run_1/port_trees.png
Scale: 3 px per um.
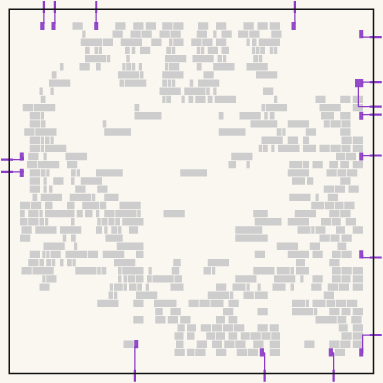
run_1/clock_nets.png
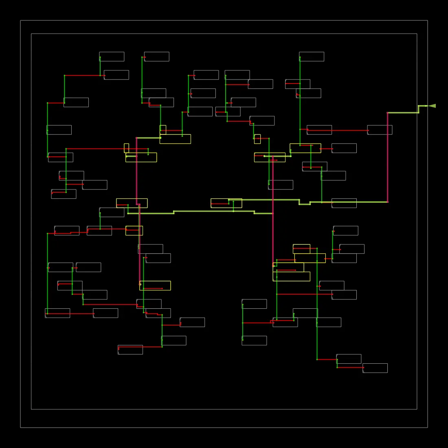
run_1/ff_map.png
Scale: 3 px per um. Other sequential cells in the stronger gray, the rest of the logic in the fainter gray.
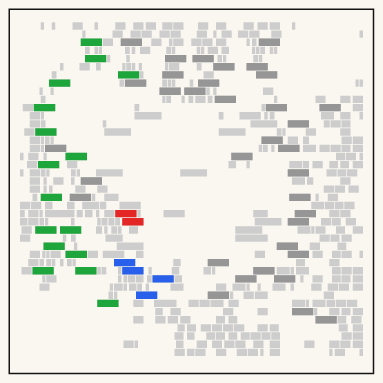
===== src/rtl/mmio_bridge.sv =====
// mmio_bridge: registered, stall-based bridge from the CPU data-memory stage
// to NUM_SLV memory-mapped peripherals. Internal accesses pass straight through;
// external accesses are decoded, strobed until the selected slave acks, and the
// pipeline is stalled meanwhile.
// Optional feature: define MMIO_TIMEOUT_EN to add an 8-bit BUSY watchdog that
// completes with an error after TIMEOUT cycles without an ack.
module mmio_bridge #(
    parameter int DATA_W   = 16,
    parameter int ADDR_W   = 16,
    parameter int EXT_BITS = 3,
    parameter int NUM_SLV  = 4,
    parameter int SEL_LSB  = 8,
    parameter int TIMEOUT  = 15
) (
    input  logic                        clk,
    input  logic                        rst,
    input  logic [ADDR_W-1:0]           cpu_addr,
    input  logic                        cpu_re,
    input  logic                        cpu_we,
    input  logic [DATA_W-1:0]           cpu_wdata,
    output logic                        cpu_ext,
    output logic [DATA_W-1:0]           cpu_rdata,
    output logic                        stall,
    output logic [ADDR_W-1:0]           mm_addr,
    output logic [DATA_W-1:0]           mm_wdata,
    output logic                        mm_re,
    output logic                        mm_we,
    output logic [NUM_SLV-1:0]          mm_sel,
    input  logic [NUM_SLV*DATA_W-1:0]   mm_rdata,
    input  logic [NUM_SLV-1:0]          mm_ack,
    output logic                        err,
    output logic [ADDR_W-1:0]           err_addr,
    input  logic                        err_clr
);

    localparam int SW = (NUM_SLV > 1) ? $clog2(NUM_SLV) : 1;
    localparam logic [SW:0] NumSlvW = (SW+1)'(NUM_SLV);

    localparam logic [1:0] S_IDLE = 2'd0;
    localparam logic [1:0] S_BUSY = 2'd1;
    localparam logic [1:0] S_DONE = 2'd2;

    // Reject parameter sets the slot decode and watchdog cannot represent.
    if (NUM_SLV < 1 || NUM_SLV > 16) begin : gBadNumSlv
        $error("mmio_bridge: NUM_SLV must be within 1..16");
    end
    if (TIMEOUT < 1 || TIMEOUT > 255) begin : gBadTimeout
        $error("mmio_bridge: TIMEOUT must be within 1..255");
    end

    logic [1:0]          state_q, state_d;
    logic [ADDR_W-1:0]   addr_q, addr_d;
    logic [DATA_W-1:0]   wdata_q, wdata_d;
    logic [DATA_W-1:0]   rdata_q, rdata_d;
    logic                re_q, re_d;
    logic                we_q, we_d;
    logic [NUM_SLV-1:0]  sel_q, sel_d;
    logic                err_q, err_d;
    logic [ADDR_W-1:0]   errAddr_q, errAddr_d;

    logic                cpuExt;
    logic                inRange;
    logic                ackHit;
    logic                errSet;
    logic [SW-1:0]       slvIdx;
    logic [NUM_SLV-1:0]  idxOh;
    logic [DATA_W-1:0]   ackData;

`ifdef MMIO_TIMEOUT_EN
    localparam logic [7:0] TimeoutW = 8'(TIMEOUT);
    logic [7:0]          cnt_q, cnt_d;
`else
    // No watchdog storage: BUSY waits for the slave ack indefinitely.
`endif

    assign cpuExt  = (|cpu_addr[ADDR_W-1 -: EXT_BITS]) & (cpu_re | cpu_we);
    assign slvIdx  = cpu_addr[SEL_LSB +: SW];
    assign inRange = ({1'b0, slvIdx} < NumSlvW);
    assign ackHit  = |(mm_ack & sel_q);

    // Turn the slave-index field into the one-hot select launched on entry to BUSY.
    always_comb begin
        idxOh = '0;
        for (int i = 0; i < NUM_SLV; i++) begin
            if (slvIdx == SW'(i)) begin
                idxOh[i] = 1'b1;
            end
        end
    end

    // Pick the read-data slot of the currently selected slave.
    always_comb begin
        ackData = '0;
        for (int i = 0; i < NUM_SLV; i++) begin
            if (sel_q[i]) begin
                ackData = ackData | mm_rdata[i*DATA_W +: DATA_W];
            end
        end
    end

    // Next-state logic: launch, wait for ack (or watchdog), then one DONE cycle.
    always_comb begin
        state_d   = state_q;
        addr_d    = addr_q;
        wdata_d   = wdata_q;
        rdata_d   = rdata_q;
        re_d      = re_q;
        we_d      = we_q;
        sel_d     = sel_q;
        errAddr_d = errAddr_q;
        errSet    = 1'b0;
`ifdef MMIO_TIMEOUT_EN
        cnt_d     = cnt_q;
`endif
        case (state_q)
            S_IDLE: begin
                if (cpuExt) begin
                    addr_d  = cpu_addr;
                    wdata_d = cpu_wdata;
                    if (inRange) begin
                        state_d = S_BUSY;
                        we_d    = cpu_we;
                        re_d    = ~cpu_we;
                        sel_d   = idxOh;
`ifdef MMIO_TIMEOUT_EN
                        cnt_d   = '0;
`endif
                    end else begin
                        state_d   = S_DONE;
                        rdata_d   = '1;
                        errSet    = 1'b1;
                        errAddr_d = cpu_addr;
                    end
                end
            end
            S_BUSY: begin
                if (ackHit) begin
                    state_d = S_DONE;
                    if (re_q) begin
                        rdata_d = ackData;
                    end
                    re_d  = 1'b0;
                    we_d  = 1'b0;
                    sel_d = '0;
                end else begin
`ifdef MMIO_TIMEOUT_EN
                    cnt_d = cnt_q + 8'd1;
                    if (cnt_d == TimeoutW) begin
                        state_d   = S_DONE;
                        rdata_d   = '1;
                        errSet    = 1'b1;
                        errAddr_d = addr_q;
                        re_d      = 1'b0;
                        we_d      = 1'b0;
                        sel_d     = '0;
                    end
`else
                    state_d = S_BUSY;
`endif
                end
            end
            S_DONE: begin
                state_d = S_IDLE;
                re_d    = 1'b0;
                we_d    = 1'b0;
                sel_d   = '0;
            end
            default: begin
                state_d = S_IDLE;
                re_d    = 1'b0;
                we_d    = 1'b0;
                sel_d   = '0;
            end
        endcase
        err_d = errSet | (err_q & ~err_clr);
    end

    // State and datapath registers with synchronous reset.
    always_ff @(posedge clk) begin
        if (rst) begin
            state_q   <= S_IDLE;
            addr_q    <= '0;
            wdata_q   <= '0;
            rdata_q   <= '0;
            re_q      <= 1'b0;
            we_q      <= 1'b0;
            sel_q     <= '0;
            err_q     <= 1'b0;
            errAddr_q <= '0;
`ifdef MMIO_TIMEOUT_EN
            cnt_q     <= '0;
`endif
        end else begin
            state_q   <= state_d;
            addr_q    <= addr_d;
            wdata_q   <= wdata_d;
            rdata_q   <= rdata_d;
            re_q      <= re_d;
            we_q      <= we_d;
            sel_q     <= sel_d;
            err_q     <= err_d;
            errAddr_q <= errAddr_d;
`ifdef MMIO_TIMEOUT_EN
            cnt_q     <= cnt_d;
`endif
        end
    end

    assign cpu_ext   = cpuExt;
    assign stall     = ((state_q == S_IDLE) & cpuExt) | (state_q == S_BUSY);
    assign cpu_rdata = rdata_q;
    assign mm_addr   = addr_q;
    assign mm_wdata  = wdata_q;
    assign mm_re     = re_q;
    assign mm_we     = we_q;
    assign mm_sel    = sel_q;
    assign err       = err_q;
    assign err_addr  = errAddr_q;

endmodule


===== config.mk =====
export PLATFORM = sky130hd
export DESIGN_NAME = mmio_bridge
export DESIGN_NICKNAME = d
export VERILOG_FILES = /design/src/rtl/mmio_bridge.sv
export SDC_FILE = /design/constraint.sdc
export NUM_CORES = 1
export LEC_CHECK = 0
export CAP_MARGIN = 20
export CELL_PAD_IN_SITES_DETAIL_PLACEMENT = 0
export CELL_PAD_IN_SITES_GLOBAL_PLACEMENT = 2
export CORE_MARGIN = 3
export CORE_UTILIZATION = 20
export CTS_CLUSTER_DIAMETER = 120
export DETAILED_ROUTE_END_ITERATION = 12
export PLACE_DENSITY = 0.95
export SLEW_MARGIN = 20
export SYNTH_ARGS = -nofsm -noshare
export SYNTH_HDL_FRONTEND = slang
export SYNTH_SLANG_ARGS = --single-unit

===== constraint.sdc =====
create_clock -name clk -period 2.1 [get_ports clk]
set_input_delay 0.21 -clock clk [delete_from_list [all_inputs] [get_ports clk]]
set_output_delay 0.21 -clock clk [all_outputs]
set_load 0.05 [all_outputs]

==> flow_metrics.py, run 1 <==
# Auto-generated metrics
metrics = {
    "global_routing": {
        "top_usage_layer": "met2",
        "grt_max_degree": 33,
        "grt-ovfl-total": 0,
    },
    "layout": {
        "n_antenna_cell": 0,
        "nets": 554,
        "logic_gates": 209,
        "comb_area_um2": 1270,
        "final_layout_top_logic_cells": "154 x clkdlybuf4s50_1, 66 x nand2_1, 57 x dfxtp_1",
        "lay_top_count": "clkdlybuf4s50_1",
        "fin_area_um2": 4630,
        "fillerInstances": 1299,
    },
    "yosys": {
        "ys_top_cells_by_count": "66 x nand2_1, 57 x dfxtp_1, 34 x a21oi_1",
        "netlist_area_um2": 2640,
        "yosys-stat-area_um2": 2640,
        "synth.avg_cell_area_um2": 8.95,
        "top_area_share_pct": 43.2,
        "yosysTopAreaCell": "dfxtp_1",
        "ys_seq_share_pct": 43.2,
        "ys_sh_xor_pct": 0,
        "ff_type": "dfxtp_1",
    },
    "timing": {
        "rsz0062_at_grt": "false",
    },
    "pwr": {
        "sequentialPowerShare_pct": 33.5,
        "p_clk_share_pct": 40.1,
        "internal_power_mw": 2.51,
        "power_leader": "clock",
        "p_sw_share_pct": 29.7,
    },
    "cts": {
        "htreeDepth": 3,
        "insertion_delay_ns": 0.32,
    },
    "worst_setup_path": {
        "crit_path_end": "stall",
        "critPathBufInv": 3,
        "r2r-end": "cpu_rdata[14]",
        "crit_chain": "clkdlybuf4s50_1, o32ai_4, inv_2, nor2_1, nor2_1, buf_4",
        "timing.rr.start": "state_q[0]",
    },
    "route": {
        "top_layer": "met4",
    },
    "status": {
        "status": "finished, final reports clean",
    },
}
Back to the opening pictures, port_trees.png:
legend:
  `err_addr`:
    color: purple
    direction: output
    edge: 7 east, 4 north, 3 south, 2 west
    end_cells: 16
    buffers: 0
    wire: 86.2 um

Back to the opening pictures, clock_nets.png:
clk_skew: 0.00716 ns
clock buf count: 12
clock-net power: 1.43 mW
registers: 57
clk sinks: 57

Back to the opening pictures, ff_map.png:
legend:
  `mm_addr`:
    color: green
    sequential_cells: 16
  `state_q`:
    color: red
    sequential_cells: 2
  `mm_sel`:
    color: blue
    sequential_cells: 4
not colored: 35
fraction of area in registers: 24.7%
register area: 1140 um2

==> run 1 -> run 2 <==
--- a/config.mk
+++ b/config.mk
@@ -11,6 +11,7 @@
 export CORE_MARGIN = 3
 export CORE_UTILIZATION = 20
 export CTS_CLUSTER_DIAMETER = 120
+export CTS_CLUSTER_SIZE = 8
 export DETAILED_ROUTE_END_ITERATION = 12
 export PLACE_DENSITY = 0.95
 export SLEW_MARGIN = 20
run_2/port_trees.png
Scale: 3 px per um.
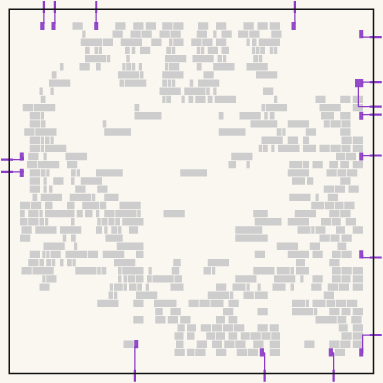
legend:
  `err_addr`:
    color: purple
    direction: output
    edge: 7 east, 4 north, 3 south, 2 west
    end_cells: 16
    buffers: 0
    wire: 86.2 um
number of I/O port buffers: 161
Ports: 178

==> flow_metrics.py, run 2 <==
# Auto-generated metrics
metrics = {
    "status": {
        "status": "finished, final reports clean",
    },
    "layout": {
        "nets": 554,
        "logic_gates": 209,
        "comb_area_um2": 1270,
        "seq_cells": 57,
        "seqCellArea_um2": 1140,
        "n_antenna_cell": 0,
        "final_layout_top_logic_cells": "154 x clkdlybuf4s50_1, 66 x nand2_1, 57 x dfxtp_1",
        "fin_area_um2": 4630,
        "seq_area_share_pct": 24.7,
    },
    "worst_setup_path": {
        "crit_path_end": "stall",
        "crit_chain": "clkdlybuf4s50_1, o32ai_4, inv_2, nor2_1, nor2_1, buf_4",
        "timing.rr.start": "state_q[0]",
        "critPathBufInv": 3,
    },
    "timing": {
        "rsz0062_at_grt": "false",
    },
    "yosys": {
        "synth.avg_cell_area_um2": 8.95,
        "ff_type": "dfxtp_1",
        "ys_seq_share_pct": 43.2,
        "yosys-stat-area_um2": 2640,
        "top_area_share_pct": 43.2,
        "ys_sh_xor_pct": 0,
        "yosysTopAreaCell": "dfxtp_1",
    },
    "pwr": {
        "p_sw_share_pct": 29.7,
        "power_leader": "clock",
        "internal_power_mw": 2.51,
        "powerClk_mw": 1.43,
    },
    "cts": {
        "insertion_delay_ns": 0.32,
        "cts.sink_count": 57,
        "htreeDepth": 3,
    },
    "global_routing": {
        "grt_max_degree": 33,
        "grt-ovfl-total": 0,
    },
}
run_2/gates.png
Scale: 4 px per um.
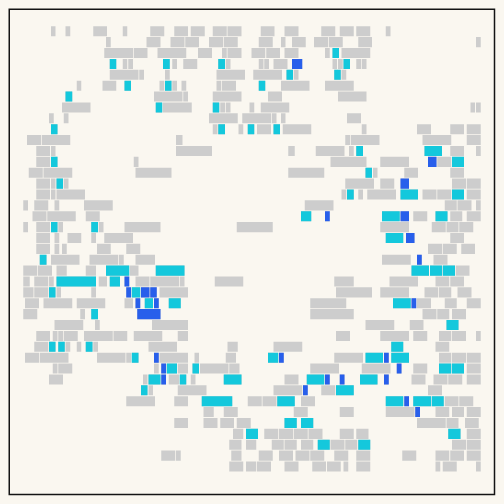
legend:
  nor cells:
    color: blue
    cells: 27
    most_used: nor2_1
  aoi and oai cells:
    color: cyan
    cells: 77
    most_used: a21oi_1
    where: widely spread
dominant logic cell type in the layout: clkdlybuf4s50_1
Comb area share: 27.5%
Post-Layout Cell Count: 625

No activity file was given, so power comes from the tool's default toggle rates.
